==> config.mk <==
export PLATFORM = sky130hd
export DESIGN_NAME = three_input_debouncer
export DESIGN_NICKNAME = d
export VERILOG_FILES = /design/src/rtl/three_input_debouncer.sv
export SDC_FILE = /design/constraint.sdc
export NUM_CORES = 1
export LEC_CHECK = 0
export CAP_MARGIN = 10
export CORE_ASPECT_RATIO = 1.2
export CORE_MARGIN = 1.5
export CORE_UTILIZATION = 64
export CTS_CLUSTER_DIAMETER = 100
export DETAILED_ROUTE_END_ITERATION = 10
export GPL_ROUTABILITY_DRIVEN = 1
export PLACE_DENSITY = 0.83
export SLEW_MARGIN = 20
export SYNTH_ARGS = -nofsm -noshare
export SYNTH_HDL_FRONTEND = slang
export SYNTH_HIERARCHICAL = 1
export SYNTH_SLANG_ARGS = --single-unit
==> constraint.sdc <==
create_clock -name i_clk -period 2.7 [get_ports i_clk]
set_input_delay 0.54 -clock i_clk [delete_from_list [all_inputs] [get_ports i_clk]]
set_output_delay 0.54 -clock i_clk [all_outputs]
set_load 0.02 [all_outputs]
==> src/rtl/three_input_debouncer.sv <==
// three_input_debouncer: three independent switch debouncers feeding the
// downstream three-input AND stage. Each channel has a 2-flop synchronizer and
// a stability counter. The output follows the synchronized level only after
// that level has differed from the output for STABLE_CYCLES consecutive clocks.
// Optional feature macro: THREE_AND_OUT_EN adds registered o_d = a&b and
// o_e = a&b&c, each one clock behind the debounced outputs.

// One debounce channel: synchronizer, stability counter, registered level and strobe.
module three_input_debouncer_ch #(
    parameter int STABLE_CYCLES = 4,
    parameter int CNT_W         = 16
) (
    input  logic i_clk,
    input  logic i_rst,
    input  logic i_raw,
    output logic o_q,
    output logic o_chg
);
    localparam logic [CNT_W-1:0] TERM = CNT_W'(STABLE_CYCLES - 1);

    logic             r_s1;
    logic             r_s2;
    logic [CNT_W-1:0] r_cnt;
    logic             r_q;
    logic             r_chg;

    // Synchronize, then count consecutive clocks where s2 disagrees with q.
    // The counter clears when s2 agrees again, so a short glitch never reaches q,
    // and it tops out at TERM, so it cannot wrap.
    always_ff @(posedge i_clk) begin
        if (i_rst) begin
            r_s1  <= 1'b0;
            r_s2  <= 1'b0;
            r_cnt <= '0;
            r_q   <= 1'b0;
            r_chg <= 1'b0;
        end else begin
            r_s1 <= i_raw;
            r_s2 <= r_s1;
            if (r_s2 == r_q) begin
                r_cnt <= '0;
                r_chg <= 1'b0;
            end else if (r_cnt == TERM) begin
                r_q   <= r_s2;
                r_cnt <= '0;
                r_chg <= 1'b1;
            end else begin
                r_cnt <= r_cnt + 1'b1;
                r_chg <= 1'b0;
            end
        end
    end

    assign o_q   = r_q;
    assign o_chg = r_chg;
endmodule

module three_input_debouncer #(
    parameter int STABLE_CYCLES = 4,
    parameter int CNT_W         = 16
) (
    input  logic       i_clk,
    input  logic       i_rst,
    input  logic       i_a_raw,
    input  logic       i_b_raw,
    input  logic       i_c_raw,
    output logic       o_a,
    output logic       o_b,
    output logic       o_c,
    output logic [2:0] o_chg
`ifdef THREE_AND_OUT_EN
    ,
    output logic       o_d,
    output logic       o_e
`endif
);
    localparam int NUM_CH = 3;

    // A count of zero or one beyond the counter range can never be reached.
    if (STABLE_CYCLES < 1 ||
        longint'(STABLE_CYCLES) > ((longint'(1) << CNT_W) - 1)) begin : g_bad_param
        $error("three_input_debouncer: STABLE_CYCLES=%0d outside 1..2**CNT_W-1", STABLE_CYCLES);
    end

    logic [NUM_CH-1:0] w_raw;
    logic [NUM_CH-1:0] w_q;
    logic [NUM_CH-1:0] w_chg;

    assign w_raw = {i_c_raw, i_b_raw, i_a_raw};

    for (genvar g = 0; g < NUM_CH; g++) begin : g_ch
        three_input_debouncer_ch #(
            .STABLE_CYCLES(STABLE_CYCLES),
            .CNT_W        (CNT_W)
        ) u_ch (
            .i_clk (i_clk),
            .i_rst (i_rst),
            .i_raw (w_raw[g]),
            .o_q   (w_q[g]),
            .o_chg (w_chg[g])
        );
    end

    assign o_a   = w_q[0];
    assign o_b   = w_q[1];
    assign o_c   = w_q[2];
    assign o_chg = w_chg;

`ifdef THREE_AND_OUT_EN
    logic r_d;
    logic r_e;

    // AND terms taken from the registered debounced levels, one clock behind them.
    always_ff @(posedge i_clk) begin
        if (i_rst) begin
            r_d <= 1'b0;
            r_e <= 1'b0;
        end else begin
            r_d <= w_q[0] & w_q[1];
            r_e <= &w_q;
        end
    end

    assign o_d = r_d;
    assign o_e = r_e;
`endif
endmodule

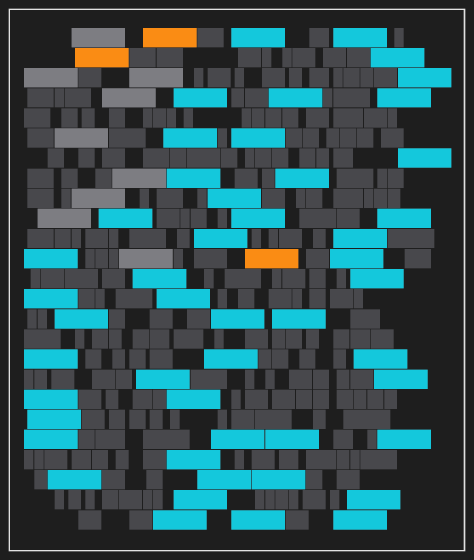
Fig. 1. Sequential cells grouped by signal name (run 1).
Other sequential cells in the stronger grey, the rest of the logic in the fainter grey.
- orange: g_ch.u_ch/o_chg (sequential cells 3)
- cyan: g_ch.u_ch/r_cnt (sequential cells 48; where spread over the die)
- not coloured: 9

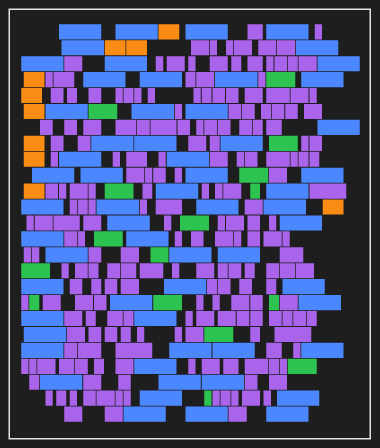
Fig. 2. Cells coloured by class (run 1).
- purple: remaining logic cells (cells 210; share of their area 48%)
- green: clock drivers and dummy loads (cells 16; share of their area 6.3%)
- orange: remaining buffers and delay cells (cells 10; share of their area 3.5%)
- blue: sequential cells (cells 60; share of their area 42%)

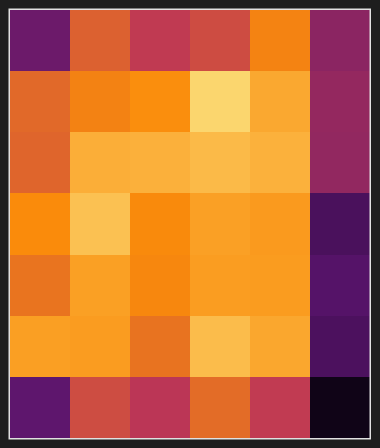
Fig. 3. Local utilization (run 1).
The die is cut into 6 by 7 equal tiles; black is low, pale yellow is high, 0 to 100% covered.
- tiles over 75% full: 41%
- mean over tiles: 63%
- fullest tile: 91%

==> Changelog: implementation, run 1 <==
## Implementation

- Result of the run: complete, no violations
- GRT Residual Overflow: 0
- Fraction of standard cell area in multi-input logic: 46.6%
- Area of all placed cells without fillers: 0.00290 mm2
- Maximum cell stage delay along the critical path: 0.49 ns
- Hold Crit Endpoint: g_ch[1].u_ch/r_s2
- Post-CTS clock slew at the launch and capture registers of the worst setup and hold paths: 0.07 ns
- Worst relative slew slack: 64.7%
- Buffers added on ports: 10
- Crit-path max FO: 15
- Most common cell in the netlist: sky130_fd_sc_hd__dfxtp_1
- Core region area: 0.00394 mm2
- Startpoint of the lowest-slack hold path: g_ch[1].u_ch/r_s1
- Total setup buffers inserted after CTS: 0
- Setup repair after global routing missed its margin: false
- Final non-clock buffer share: 3.45%
- Final setup skew: 0.0124 ns
- Last weighted congestion value of the routability-driven placer: 0.799
- Count of instantiated cells in the yosys netlist: 279
- Static leakage: 0.940 nW
- Chip height: 73.1 um
- Sequential share of cell area: 41.4%
- R2r startpoint: g_ch[1].u_ch/r_cnt[0]
- Global-route wire length before repair: 8.03 mm
- Via count of the first global-routing pass: 1920
- Number of vias after detailed routing: 1977
- Internal power consumption: 1.28 mW
- Initial antenna violation count: 0
- Number of max-capacitance violations reported: 0
- R2R depth: 5
- Clock share of power: 43.7%
- Fraction of power spent switching nets: 21.1%
- Leading post-synthesis cells by cell area: sky130_fd_sc_hd__dfxtp_1 46%, sky130_fd_sc_hd__xor2_1 8.0%, sky130_fd_sc_hd__nor2_1 6.9%
[run 1: state kept, by name (all words and copies together), names as in the netlist]
register,cells
g_ch.u_ch/r_cnt,48
g_ch.u_ch/o_chg,3
g_ch.u_ch/o_q,3
g_ch.u_ch/r_s1,3
g_ch.u_ch/r_s2,3
[run 1: cell families (layout without fill, tap and decap cells)]
logic type | Yosys count | in the layout | synth area share (%)
xor gates and xnor gates | 39 | 39 | 13.0
buffers and inverters | 9 | 26 | 2.58
muxes | 3 | 3 | 1.15
adders and majority gates | 3 | 3 | 1.43
and+or+nand+nor | 153 | 153 | 33.0
AOI/OAI and AO/OA | 12 | 12 | 3.01
DFF | 60 | 60 | 45.8
## Run 2: what changed since run 1
--- a/config.mk
+++ b/config.mk
@@ -8,11 +8,11 @@
 export CAP_MARGIN = 10
 export CORE_ASPECT_RATIO = 1.2
 export CORE_MARGIN = 1.5
-export CORE_UTILIZATION = 64
+export CORE_UTILIZATION = 54
 export CTS_CLUSTER_DIAMETER = 100
 export DETAILED_ROUTE_END_ITERATION = 10
 export GPL_ROUTABILITY_DRIVEN = 1
-export PLACE_DENSITY = 0.83
+export PLACE_DENSITY = 0.75
 export SLEW_MARGIN = 20
 export SYNTH_ARGS = -nofsm -noshare
 export SYNTH_HDL_FRONTEND = slang
==> constraint.sdc (replaced) <==
create_clock -name i_clk -period 1.6 [get_ports i_clk]
set_input_delay 0.32 -clock i_clk [delete_from_list [all_inputs] [get_ports i_clk]]
set_output_delay 0.32 -clock i_clk [all_outputs]
set_load 0.02 [all_outputs]
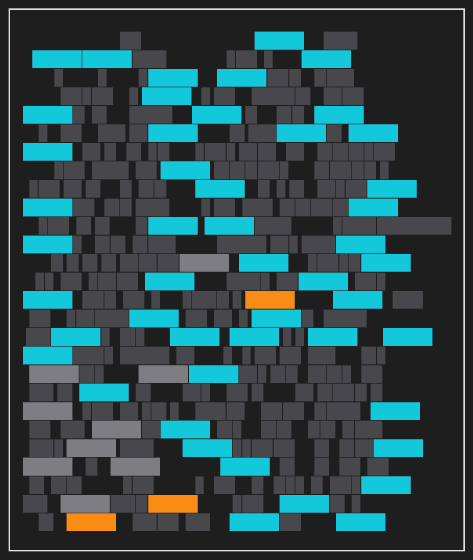
Fig. 4. Sequential cells grouped by signal name (run 2).
Other sequential cells in the stronger grey, the rest of the logic in the fainter grey.
- orange: g_ch.u_ch/o_chg (sequential cells 3)
- cyan: g_ch.u_ch/r_cnt (sequential cells 48; where spread over the die)

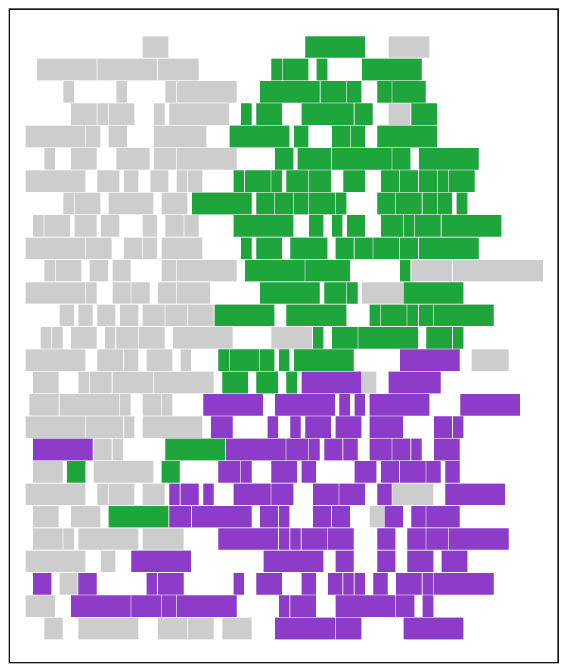
Fig. 5. Hierarchy map (run 2).
Other cells in grey.
- green: g_ch[1].u_ch (cells 94)
- purple: g_ch[2].u_ch (cells 95)

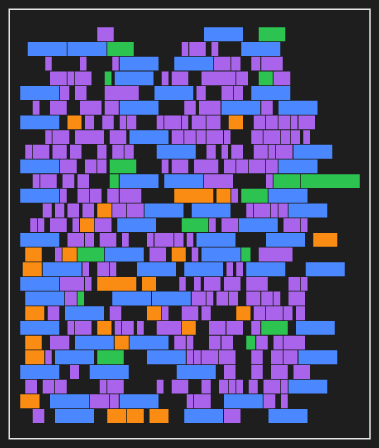
Fig. 6. Cells coloured by class (run 2).
area of all placed cells without fillers: 0.00306 mm2
utilization after layout: 66.1%
Placement Rows: 27

==> run 2 against run 1 <==
Compared with the run above:
- global-route usage down 3.0 points
- area after synthesis unchanged
- routed wire length up 1.8%
- non-clock buffer count up 15
- worst setup slack worse by 0.72 ns
- critical path type is now reg -> out
- largest power group unchanged
==> Changelog: implementation, run 2 <==
## Implementation

- Crit-path max FO: 1 (was 15)
- Number of max-capacitance violations reported: 0 (unchanged)
- Most common cell in the netlist: sky130_fd_sc_hd__dfxtp_1 (unchanged)
- Worst relative slew slack: 75.1% (was 64.7%)
- Fraction of standard cell area in multi-input logic: 44.6% (was 46.6%)
- Register with the highest flop count: g_ch.u_ch/r_cnt (unchanged)
- Via count of the first global-routing pass: 1962 (was 1920)
- Core region area: 0.00463 mm2 (was 0.00394 mm2)
- Number of vias after detailed routing: 2031 (was 1977)
- Final setup skew: 0.00426 ns (was 0.0124 ns)
- Initial antenna violation count: 0 (unchanged)
- Maximum cell stage delay along the critical path: 0.59 ns (was 0.49 ns)
- Result of the run: complete, no violations (unchanged)
- Static leakage: 1.06 nW (was 0.940 nW)
- Clock share of power: 45.0% (was 43.7%)
- Share of synthesized cell area in and, or, nand and nor gates: 33.0% (unchanged)
- Last weighted congestion value of the routability-driven placer: 0.844 (was 0.799)
- Sequential share of cell area: 39.3% (was 41.4%)
- Total setup buffers inserted after CTS: 0 (unchanged)
- Leading post-synthesis cells by cell area: sky130_fd_sc_hd__dfxtp_1 46%, sky130_fd_sc_hd__xor2_1 8.0%, sky130_fd_sc_hd__nor2_1 6.9% (unchanged)
- Top non-seq family: simple AND/OR/NAND/NOR gates (unchanged)
- R2r startpoint: g_ch[1].u_ch/r_cnt[2] (was g_ch[1].u_ch/r_cnt[0])
- Post-CTS clock slew at the launch and capture registers of the worst setup and hold paths: 0.07 ns (about the same)
- Startpoint of the lowest-slack hold path: g_ch[1].u_ch/r_s1 (unchanged)
- XOR/XNOR Fraction of Synth Area: 13.0% (unchanged)
- Number of flip-flops under the largest register name: 48 (unchanged)
- GRT Residual Overflow: 0 (unchanged)
- Buffers added on ports: 10 (unchanged)
- Arithmetic-cell share of the synthesized area counting full adders, half adders and majority gates: 1.43% (unchanged)
run 2: netlist changes by cell type in the layout (fill, tap and decap cells not counted), moves of 2 or more:
cell	before	now
sky130_fd_sc_hd__buf_12	0	2
sky130_fd_sc_hd__nor4b_2	0	2
sky130_fd_sc_hd__nor4b_1	3	1
sky130_fd_sc_hd__clkbuf_8	11	9
sky130_fd_sc_hd__clkdlybuf4s50_1	10	6
sky130_fd_sc_hd__buf_4	0	13
sky130_fd_sc_hd__dlygate4sd2_1	0	3
run 2: logic make-up after synthesis:
logic type | Yosys count
muxes | 3
adders and majority gates | 3
AOI/OAI and AO/OA | 12
DFF | 60
and+or+nand+nor | 153
buffers and inverters | 9
xor gates and xnor gates | 39
Power and IR drop assume default switching activity.
